Run 1, cell sizes after repair:
Drawn at 4 px/um.
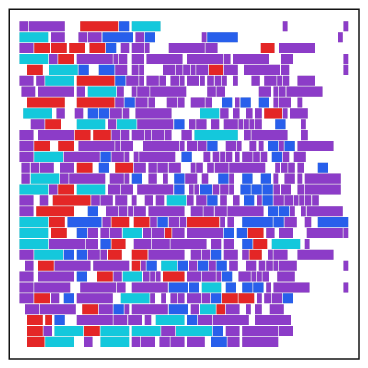
Run 1, placed cells, one color a class:
Drawn at 4 px/um. Fill, decap, tap and diode cells in gray.
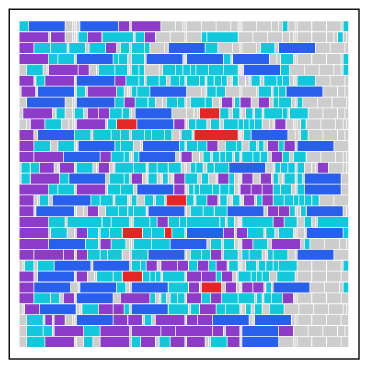
Run 1, congestion heat map:
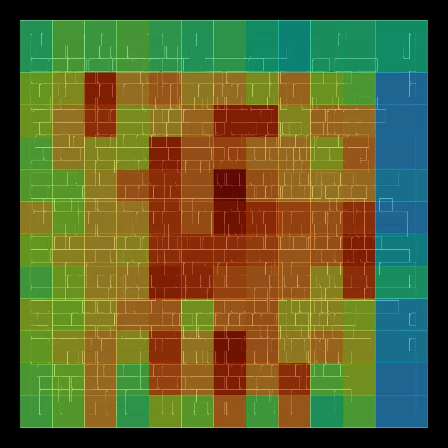
Run 1, gate-type map:
Drawn at 4 px/um.
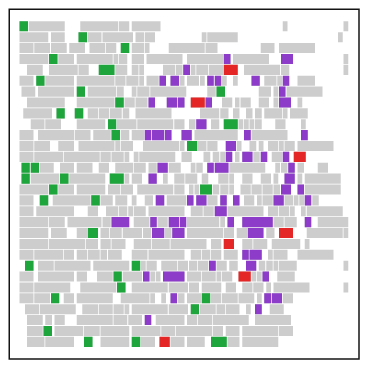
File: src/rtl/de2_state_pkg.sv
// Shared register map and FSM encoding for the system-state sequencer.
// Constants only; no timing or flow control.
package de2_state_pkg;

  localparam logic [1:0] ADDR_CONTROL = 2'd0;
  localparam logic [1:0] ADDR_STATE   = 2'd1;
  localparam logic [1:0] ADDR_DWELL   = 2'd2;
  localparam logic [1:0] ADDR_STATUS  = 2'd3;

  localparam int RUN_BIT      = 0;
  localparam int IRQ_EN_BIT   = 1;
  localparam int ONE_SHOT_BIT = 2;

  localparam int PEND_BIT = 1;

  typedef enum logic {
    SEQ_IDLE = 1'b0,
    SEQ_RUN  = 1'b1
  } seq_state_t;

endpackage

File: src/rtl/de2_state_sequencer_if.sv
// Avalon-MM slave bus bundle for the sequencer register file.
// Zero-wait-state reads, single-cycle writes; no backpressure.
interface de2_state_sequencer_if;

  logic [1:0]  address;
  logic        chipselect;
  logic        write_n;
  logic [31:0] writedata;
  logic [31:0] readdata;

  modport master (
    output address, chipselect, write_n, writedata,
    input  readdata
  );

  modport slave (
    input  address, chipselect, write_n, writedata,
    output readdata
  );

endinterface

File: src/rtl/de2_dwell_timer.sv
// Loadable dwell down-counter; zero flag marks the final cycle of a dwell period.
// Load takes effect on the next edge and wins over decrement; no backpressure.
module de2_dwell_timer #(
  parameter int DWELL_W = 24
) (
  input  logic               clk,
  input  logic               reset_n,
  input  logic               load,
  input  logic               en,
  input  logic [DWELL_W-1:0] dwell,
  output logic               zero
);

  logic [DWELL_W-1:0] cnt;
  logic [DWELL_W-1:0] reload_val;

  // A zero dwell behaves as a one-cycle dwell.
  assign reload_val = (dwell == '0) ? '0 : dwell - DWELL_W'(1);
  assign zero       = (cnt == '0);

  always_ff @(posedge clk or negedge reset_n) begin
    if (!reset_n) begin
      cnt <= '0;
    end else if (load) begin
      cnt <= reload_val;
    end else if (en && !zero) begin
      cnt <= cnt - DWELL_W'(1);
    end
  end

endmodule

File: src/rtl/de2_state_sequencer.sv
// Avalon-MM controlled system-state sequencer: steps out_port through 0..NUM_STATES-1.
// Register writes act on the next edge, reads are combinational; no backpressure.
module de2_state_sequencer
  import de2_state_pkg::*;
#(
  parameter int NUM_STATES    = 8,
  parameter int DWELL_W       = 24,
  parameter int DEFAULT_DWELL = 50000
) (
  input  logic                  clk,
  input  logic                  reset_n,
  de2_state_sequencer_if.slave  avs,
  output logic [2:0]            out_port,
  output logic                  irq
);

  localparam logic [2:0] LAST_STATE = 3'(NUM_STATES - 1);

  seq_state_t         fsm;
  logic               irq_en;
  logic               one_shot;
  logic               pend;
  logic [DWELL_W-1:0] dwell;
  logic               t_zero;

  logic wr_en, ctrl_wr, state_wr, dwell_wr, status_wr;
  logic running, start, stop, force_run, advance, finish, t_load, t_en;
  logic unused_wdata;

  assign wr_en     = avs.chipselect && !avs.write_n;
  assign ctrl_wr   = wr_en && (avs.address == ADDR_CONTROL);
  assign state_wr  = wr_en && (avs.address == ADDR_STATE) && (avs.writedata[2:0] <= LAST_STATE);
  assign dwell_wr  = wr_en && (avs.address == ADDR_DWELL);
  assign status_wr = wr_en && (avs.address == ADDR_STATUS);

  assign running   = (fsm == SEQ_RUN);
  assign start     = ctrl_wr && avs.writedata[RUN_BIT] && !running;
  assign stop      = ctrl_wr && !avs.writedata[RUN_BIT] && running;
  assign force_run = state_wr && running;

  // A stop or a forced state on the edge an advance is due cancels that advance.
  assign advance   = running && t_zero && !stop && !state_wr;
  assign finish    = advance && (out_port == LAST_STATE) && one_shot;
  assign t_load    = start || force_run || (advance && !finish);
  assign t_en      = running && !stop;

  assign unused_wdata = ^avs.writedata;

  de2_dwell_timer #(
    .DWELL_W (DWELL_W)
  ) u_timer (
    .clk     (clk),
    .reset_n (reset_n),
    .load    (t_load),
    .en      (t_en),
    .dwell   (dwell),
    .zero    (t_zero)
  );

  always_ff @(posedge clk or negedge reset_n) begin
    if (!reset_n) begin
      fsm      <= SEQ_IDLE;
      out_port <= 3'd0;
      irq_en   <= 1'b0;
      one_shot <= 1'b0;
      pend     <= 1'b0;
      dwell    <= DWELL_W'(DEFAULT_DWELL);
    end else begin
      if (ctrl_wr) begin
        irq_en   <= avs.writedata[IRQ_EN_BIT];
        one_shot <= avs.writedata[ONE_SHOT_BIT];
      end
      if (dwell_wr) begin
        dwell <= avs.writedata[DWELL_W-1:0];
      end

      case (fsm)
        SEQ_IDLE: if (start) fsm <= SEQ_RUN;
        SEQ_RUN:  if (stop || finish) fsm <= SEQ_IDLE;
        default:  fsm <= SEQ_IDLE;
      endcase

      if (state_wr) begin
        out_port <= avs.writedata[2:0];
      end else if (advance && !finish) begin
        out_port <= (out_port == LAST_STATE) ? 3'd0 : out_port + 3'd1;
      end

      // Hardware set beats a same-cycle software clear.
      if (advance) begin
        pend <= 1'b1;
      end else if (status_wr && avs.writedata[PEND_BIT]) begin
        pend <= 1'b0;
      end
    end
  end

  assign irq = pend && irq_en;

  always_comb begin
    avs.readdata = 32'd0;
    case (avs.address)
      ADDR_CONTROL: avs.readdata = {29'd0, one_shot, irq_en, running};
      ADDR_STATE:   avs.readdata = {29'd0, out_port};
      ADDR_DWELL:   avs.readdata = 32'(dwell);
      ADDR_STATUS:  avs.readdata = {30'd0, pend, running};
      default:      avs.readdata = 32'd0;
    endcase
  end

endmodule

File: src/flat_wrapper.sv
// flat-port wrapper written by rule: the top's interface ports become plain ports
module de2_state_sequencer_flat import de2_state_pkg::*;
#(
  parameter int NUM_STATES    = 8,
  parameter int DWELL_W       = 24,
  parameter int DEFAULT_DWELL = 50000
)
  (clk, reset_n, out_port, irq, avs_address, avs_chipselect, avs_write_n, avs_writedata, avs_readdata);
  de2_state_sequencer_if avs_i ();
  input  logic clk;
  input  logic reset_n;
  output logic [2:0] out_port;
  output logic irq;
  input wire logic [$bits(avs_i.address)-1:0] avs_address;
  input wire logic [$bits(avs_i.chipselect)-1:0] avs_chipselect;
  input wire logic [$bits(avs_i.write_n)-1:0] avs_write_n;
  input wire logic [$bits(avs_i.writedata)-1:0] avs_writedata;
  output wire logic [$bits(avs_i.readdata)-1:0] avs_readdata;
  assign avs_i.address = avs_address;
  assign avs_i.chipselect = avs_chipselect;
  assign avs_i.write_n = avs_write_n;
  assign avs_i.writedata = avs_writedata;
  assign avs_readdata = avs_i.readdata;
  de2_state_sequencer #(.NUM_STATES(NUM_STATES), .DWELL_W(DWELL_W), .DEFAULT_DWELL(DEFAULT_DWELL)) u_core (.clk(clk), .reset_n(reset_n), .avs(avs_i), .out_port(out_port), .irq(irq));
endmodule
File: config.mk
export PLATFORM = sky130hd
export DESIGN_NAME = de2_state_sequencer_flat
export DESIGN_NICKNAME = d
export VERILOG_FILES = /design/src/rtl/de2_state_pkg.sv /design/src/rtl/de2_state_sequencer_if.sv /design/src/rtl/de2_dwell_timer.sv /design/src/rtl/de2_state_sequencer.sv /design/src/flat_wrapper.sv
export SDC_FILE = /design/constraint.sdc
export NUM_CORES = 1
export LEC_CHECK = 0
export CAP_MARGIN = 20
export CORE_MARGIN = 2
export CORE_UTILIZATION = 52
export DETAILED_ROUTE_END_ITERATION = 8
export PLACE_DENSITY = 0.81
export SYNTH_ARGS = -nofsm -noshare
export SYNTH_HDL_FRONTEND = slang
export SYNTH_SLANG_ARGS = --single-unit
File: constraint.sdc
create_clock -name clk -period 2.3 [get_ports clk]
set_input_delay 0.46 -clock clk [delete_from_list [all_inputs] [get_ports clk]]
set_output_delay 0.46 -clock clk [all_outputs]
set_load 0.05 [all_outputs]
==> impl_metrics.yaml, run 1 <==
# generated from flow reports
placement:
  placed_area_um2: 4878
  dp_hpwl_um: 7719
  dp_slack_ns: -0.2755
detailed_routing:
  drc: 0
  wl_met3_um: 722
  routed_wl_um: 10940
  wl_met1_um: 4311
setup_path:
  crit_chain: "or4_4, nor4_4, buf_4, nand3_2, o31ai_2, o311ai_1, a221o_1"
  rrSetupSlack_ns: -0.01
  path_buffers: 1
  startpoint_type: "flop"
  cp_slowest_cell: "or4_4"
  worstPathMaxFanout: 5
  rr_worst_depth: 7
  critical_path_depth: 7
  r2r-end: "u_core.u_timer.cnt[22]$_DFFE_PN0P_"
  critPathCapture: "u_core.u_timer.cnt[22]$_DFFE_PN0P_"
  worstPathRequired_ns: 2.51
  r2r_start: "u_core.dwell[5]$_DFFE_PN0P_"
timing:
  setup-tns-final_ns: -0.01352
  drv_slew: 0
  clock.fmax_mhz: 432.2
  setup_violations: 1
  layout_setup_ws_ns: -0.01352
  finalClockSkew_ns: 0.008531
power_and_ir_drop:
  sequentialPower_w: 0.00167
  power_w: 0.004431
  clock_power_share_pct: 15.6
  p_leak_nw: 2.116
  intPower_w: 0.002621
  power.net_switching_w: 0.001809
  vdd_drop_max_mv: 0.4242
  seqPwrFrac_pct: 37.7
  powerDensity_nw_per_um2: 865.4
  p_comb_w: 0.00207
  clk-power_w: 0.000691
layout:
  seq_area_share_pct: 27.03
  logic_area_um2: 2157
  drive_gt1_share_pct: 31.52
  dominant_cells: "combinational gates"
  seqCellArea_um2: 1384
  flops: 55
  clk_share_pct: 2.297
  n_antenna_cell: 0
  nNetsFinal: 538
  clock_buffers: 6
clock_tree:
  cts_tree: "built"
  cts_hold_buf: 0
  cts_max_path_buffers: 2
  cts_setup_buffers: 2
  path_clk_slew_ns: 0.10
  cts_resized: 6
  clock-sinks: 55
synth:
  yosys_warnings: 0
  synth.logic.top_family: "simple AND/OR/NAND/NOR gates"
  largest_area_cell: "dfrtp_1"
  synth.top_cell.area_share_pct: 34.19
  async_flop_share_pct: 100.0
  area_leaders: "dfrtp_1 34%, mux2_2 7.9%, xnor2_1 4.9%"
  xor_area_share_pct: 6.839
  post_synth_fa_ha_maj_area_fraction_pct: 2.094
  avgSynthCellArea_um2: 9.487
  most_common_cell: "dfrtp_1"
  top_cells_by_count: "49 x dfrtp_1, 34 x nor2_1, 25 x mux2_2"
  compound_area_share_pct: 13.33
  yosys_area_um2: 3586
  synthMuxAreaShare_pct: 9.595
  ys_seq_share_pct: 38.59
  ys.flops: 55
  ys_types: 61
  enable_flop_cells: 0
die:
  dieArea_um2: 7576
  pin_count: 74
  die_w_um: 87.04
  core.rowCount: 30
status:
  outcome: "finished with violations"
  violations: "negative setup slack"
flow_run:
  tool_warnings: 37
global_routing:
  grt_pass1_wl_um: 17310
  globalRouteOverflowTotal: 0
  track_usage_pct: 29.38
  met3_usage_pct: 6.540
min_path:
  hold_class: "in -> async"
Notes on 'cell sizes after repair' above:
Key: x1 and smaller = purple [cells 339, share 68%, most used dfrtp_1]; x2 = red [cells 49, share 9.9%, most used mux2_2]; x3 and x4 = blue [cells 73, share 15%, most used buf_4]; x6 and larger = cyan [cells 34, share 6.9%, most used buf_12]
Area Growth Syn to Fin: 42.78%
number of non-clock buffers: 123
Final Instance Area: 5120 um^2
final setup margin: -0.01352 ns

Notes on 'placed cells, one color a class' above:
Key: remaining logic cells = cyan [cells 309, share of their area 44%]; registers = blue [cells 55, share of their area 28%]; remaining buffers and delay cells = purple [cells 123, share of their area 26%]; clock drivers and dummy loads = red [cells 8, share of their area 2.3%]
core area: 6719 um^2
Util after Layout: 76.20%

Notes on 'congestion heat map' above:
grt met2 use: 50.73%
GR Layer Usage met1: 36.04%
grt peak-use layer: met2
Wirelength per Cell: 19.02 um

Notes on 'gate-type map' above:
Key: aoi and oai cells = purple [cells 65, most used o21ai_0]; and/or cells = green [cells 36, most used and2_1]; non-inverting ao/oa cells = red [cells 7]
non-filler instance count after layout: 575
logic share of the area: 42.13%
Top cell excl fill/tap: buf_4

==> inputs of run 2 (changes only) <==
--- a/config.mk
+++ b/config.mk
@@ -5,7 +5,6 @@
 export SDC_FILE = /design/constraint.sdc
 export NUM_CORES = 1
 export LEC_CHECK = 0
-export CAP_MARGIN = 20
 export CORE_MARGIN = 2
 export CORE_UTILIZATION = 52
 export DETAILED_ROUTE_END_ITERATION = 8
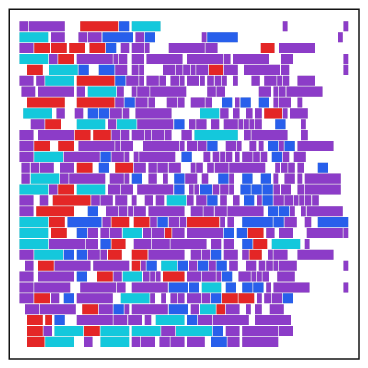
Run 2: cell sizes after repair
Drawn at 4 px/um.
Key: x2 = red [cells 49, share 9.9%, most used mux2_2]; x1 and smaller = purple [cells 339, share 68%, most used dfrtp_1]; x3 and x4 = blue [cells 73, share 15%, most used buf_4]; x6 and larger = cyan [cells 34, share 6.9%, most used buf_12]

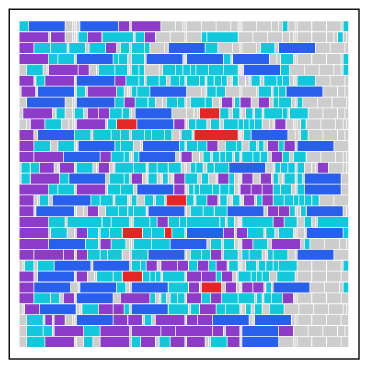
Run 2: placed cells, one color a class
Drawn at 4 px/um. Fill, decap, tap and diode cells in gray.
std cell rows: 30
Seq/total area: 27.03%

==> impl_metrics.yaml, run 2 <==
# generated from flow reports
die:
  die_w_um: 87.04
  pin_count: 74
clock_tree:
  clock-sinks: 55
  path_clk_slew_ns: 0.10
  cts_resized: 6
layout:
  dominant_cells: "combinational gates"
  comb_share_pct: 42.13
  flops: 55
  final_area_um2: 5120
  logic_area_um2: 2157
  n_antenna_cell: 0
  clk_share_pct: 2.297
detailed_routing:
  routed_wl_um: 10940
  wl_met1_um: 4311
  drc: 0
timing:
  layout_setup_ws_ns: -0.01352
  setup_violations: 1
global_routing:
  grt_pass1_wl_um: 17310
  grt_most_used_layer: "met2"
setup_path:
  worstPathRequired_ns: 2.51
  r2r_start: "u_core.dwell[5]$_DFFE_PN0P_"
  critical_path_depth: 7
  cp_slowest_cell: "or4_4"
  path_buffers: 1
synth:
  post_synth_fa_ha_maj_area_fraction_pct: 2.094
  compound_area_share_pct: 13.33
  xor_area_share_pct: 6.839
  synthMuxAreaShare_pct: 9.595
  yosys_warnings: 0
  avgSynthCellArea_um2: 9.487
  ys_seq_share_pct: 38.59
  yosys_area_um2: 3586
  async_flop_share_pct: 100.0
power_and_ir_drop:
  sequentialPower_w: 0.00167
  clk-power_w: 0.000691
  power.net_switching_w: 0.001809
  clock_power_share_pct: 15.6
  p_comb_w: 0.00207
status:
  outcome: "finished with violations"
  violations: "negative setup slack"
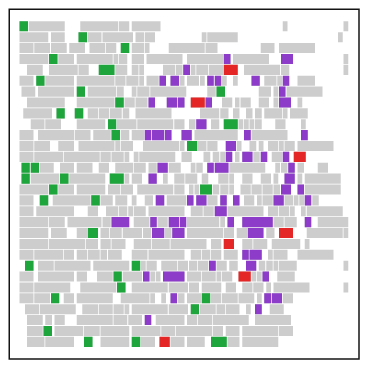
Run 2: gate-type map
Drawn at 4 px/um.
Key: aoi and oai cells = purple [cells 65, most used o21ai_0]; and/or cells = green [cells 36, most used and2_1]; non-inverting ao/oa cells = red [cells 7]

==> inputs of run 3 (changes only) <==
==> constraint.sdc (replaced) <==
create_clock -name clk -period 2.3 [get_ports clk]
set_input_delay 0.345 -clock clk [delete_from_list [all_inputs] [get_ports clk]]
set_output_delay 0.345 -clock clk [all_outputs]
set_load 0.05 [all_outputs]
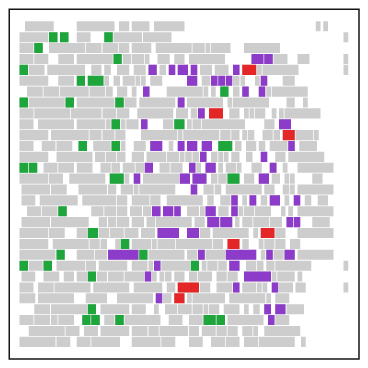
Run 3: gate-type map
Drawn at 4 px/um.
non-filler instance count after layout: 572
logic share of the area: 42.40%

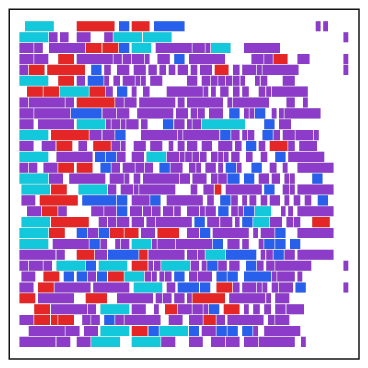
Run 3: cell sizes after repair
Drawn at 4 px/um.
Key: x3 and x4 = blue [cells 69, share 14%, most used buf_4]; x6 and larger = cyan [cells 33, share 6.7%, most used buf_12]; x1 and smaller = purple [cells 342, share 70%, most used dfrtp_1]; x2 = red [cells 48, share 9.8%, most used mux2_2]
final setup margin: 0.0005529 ns
Area Growth Syn to Fin: 41.56%

==> impl_metrics.yaml, run 3 <==
# generated from flow reports
status:
  outcome: "complete, no violations"
synth:
  async_flop_share_pct: 100.0
  synth.top_cell.area_share_pct: 34.19
  ys_seq_share_pct: 38.59
  compound_area_share_pct: 13.33
  avgSynthCellArea_um2: 9.487
  synth.logic.top_family: "simple AND/OR/NAND/NOR gates"
  top_cells_by_count: "49 x dfrtp_1, 34 x nor2_1, 25 x mux2_2"
  xor_area_share_pct: 6.839
  post_synth_fa_ha_maj_area_fraction_pct: 2.094
  largest_area_cell: "dfrtp_1"
  most_common_cell: "dfrtp_1"
power_and_ir_drop:
  vdd_drop_max_mv: 0.4156
  p_leak_nw: 2.068
  power_w: 0.004394
  powerDensity_nw_per_um2: 865.6
  intPower_w: 0.002606
  clk-power_w: 0.000686
layout:
  layout.cells.most_common: "buf_4"
  clock_buffers: 6
  n_antenna_cell: 0
  seq_area_share_pct: 27.26
  final_util_pct: 75.55
  logic_area_um2: 2152
  flops: 55
  nNetsFinal: 535
  seqCellArea_um2: 1384
setup_path:
  critPathCapture: "u_core.u_timer.cnt[21]$_DFFE_PN0P_"
  cp_slowest_cell: "or4b_1"
global_routing:
  grt_util_met1_pct: 37.93
  track_usage_pct: 29.46
clock_tree:
  clock-sinks: 55
  cts_setup_buffers: 0
  cts_resized: 3
timing:
  finalClockSkew_ns: 0.006730
  setup_violations: 0
  setup-tns-final_ns: 0
flow_run:
  tool_warnings: 37
die:
  pin_count: 74
detailed_routing:
  wl_met3_um: 740
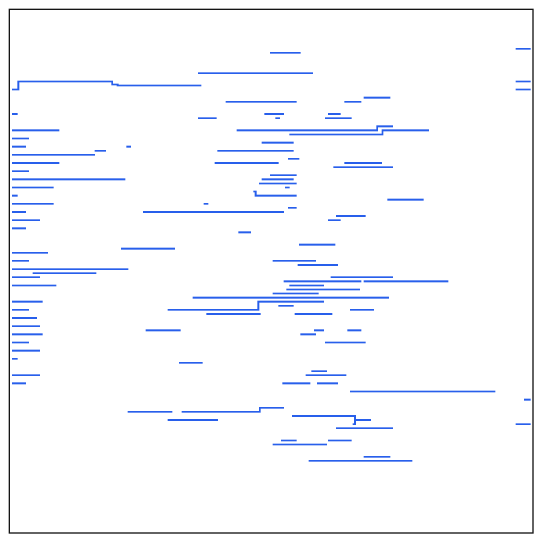
Run 3: signal wires on met3
Drawn at 6 px/um.
The longest straight run is 32.4 um. 85 nets have wire on it. The layer holds 6.9% of the routed length.
vias: 3522
met3 Use GR: 5.972%
final WL: 10760 um

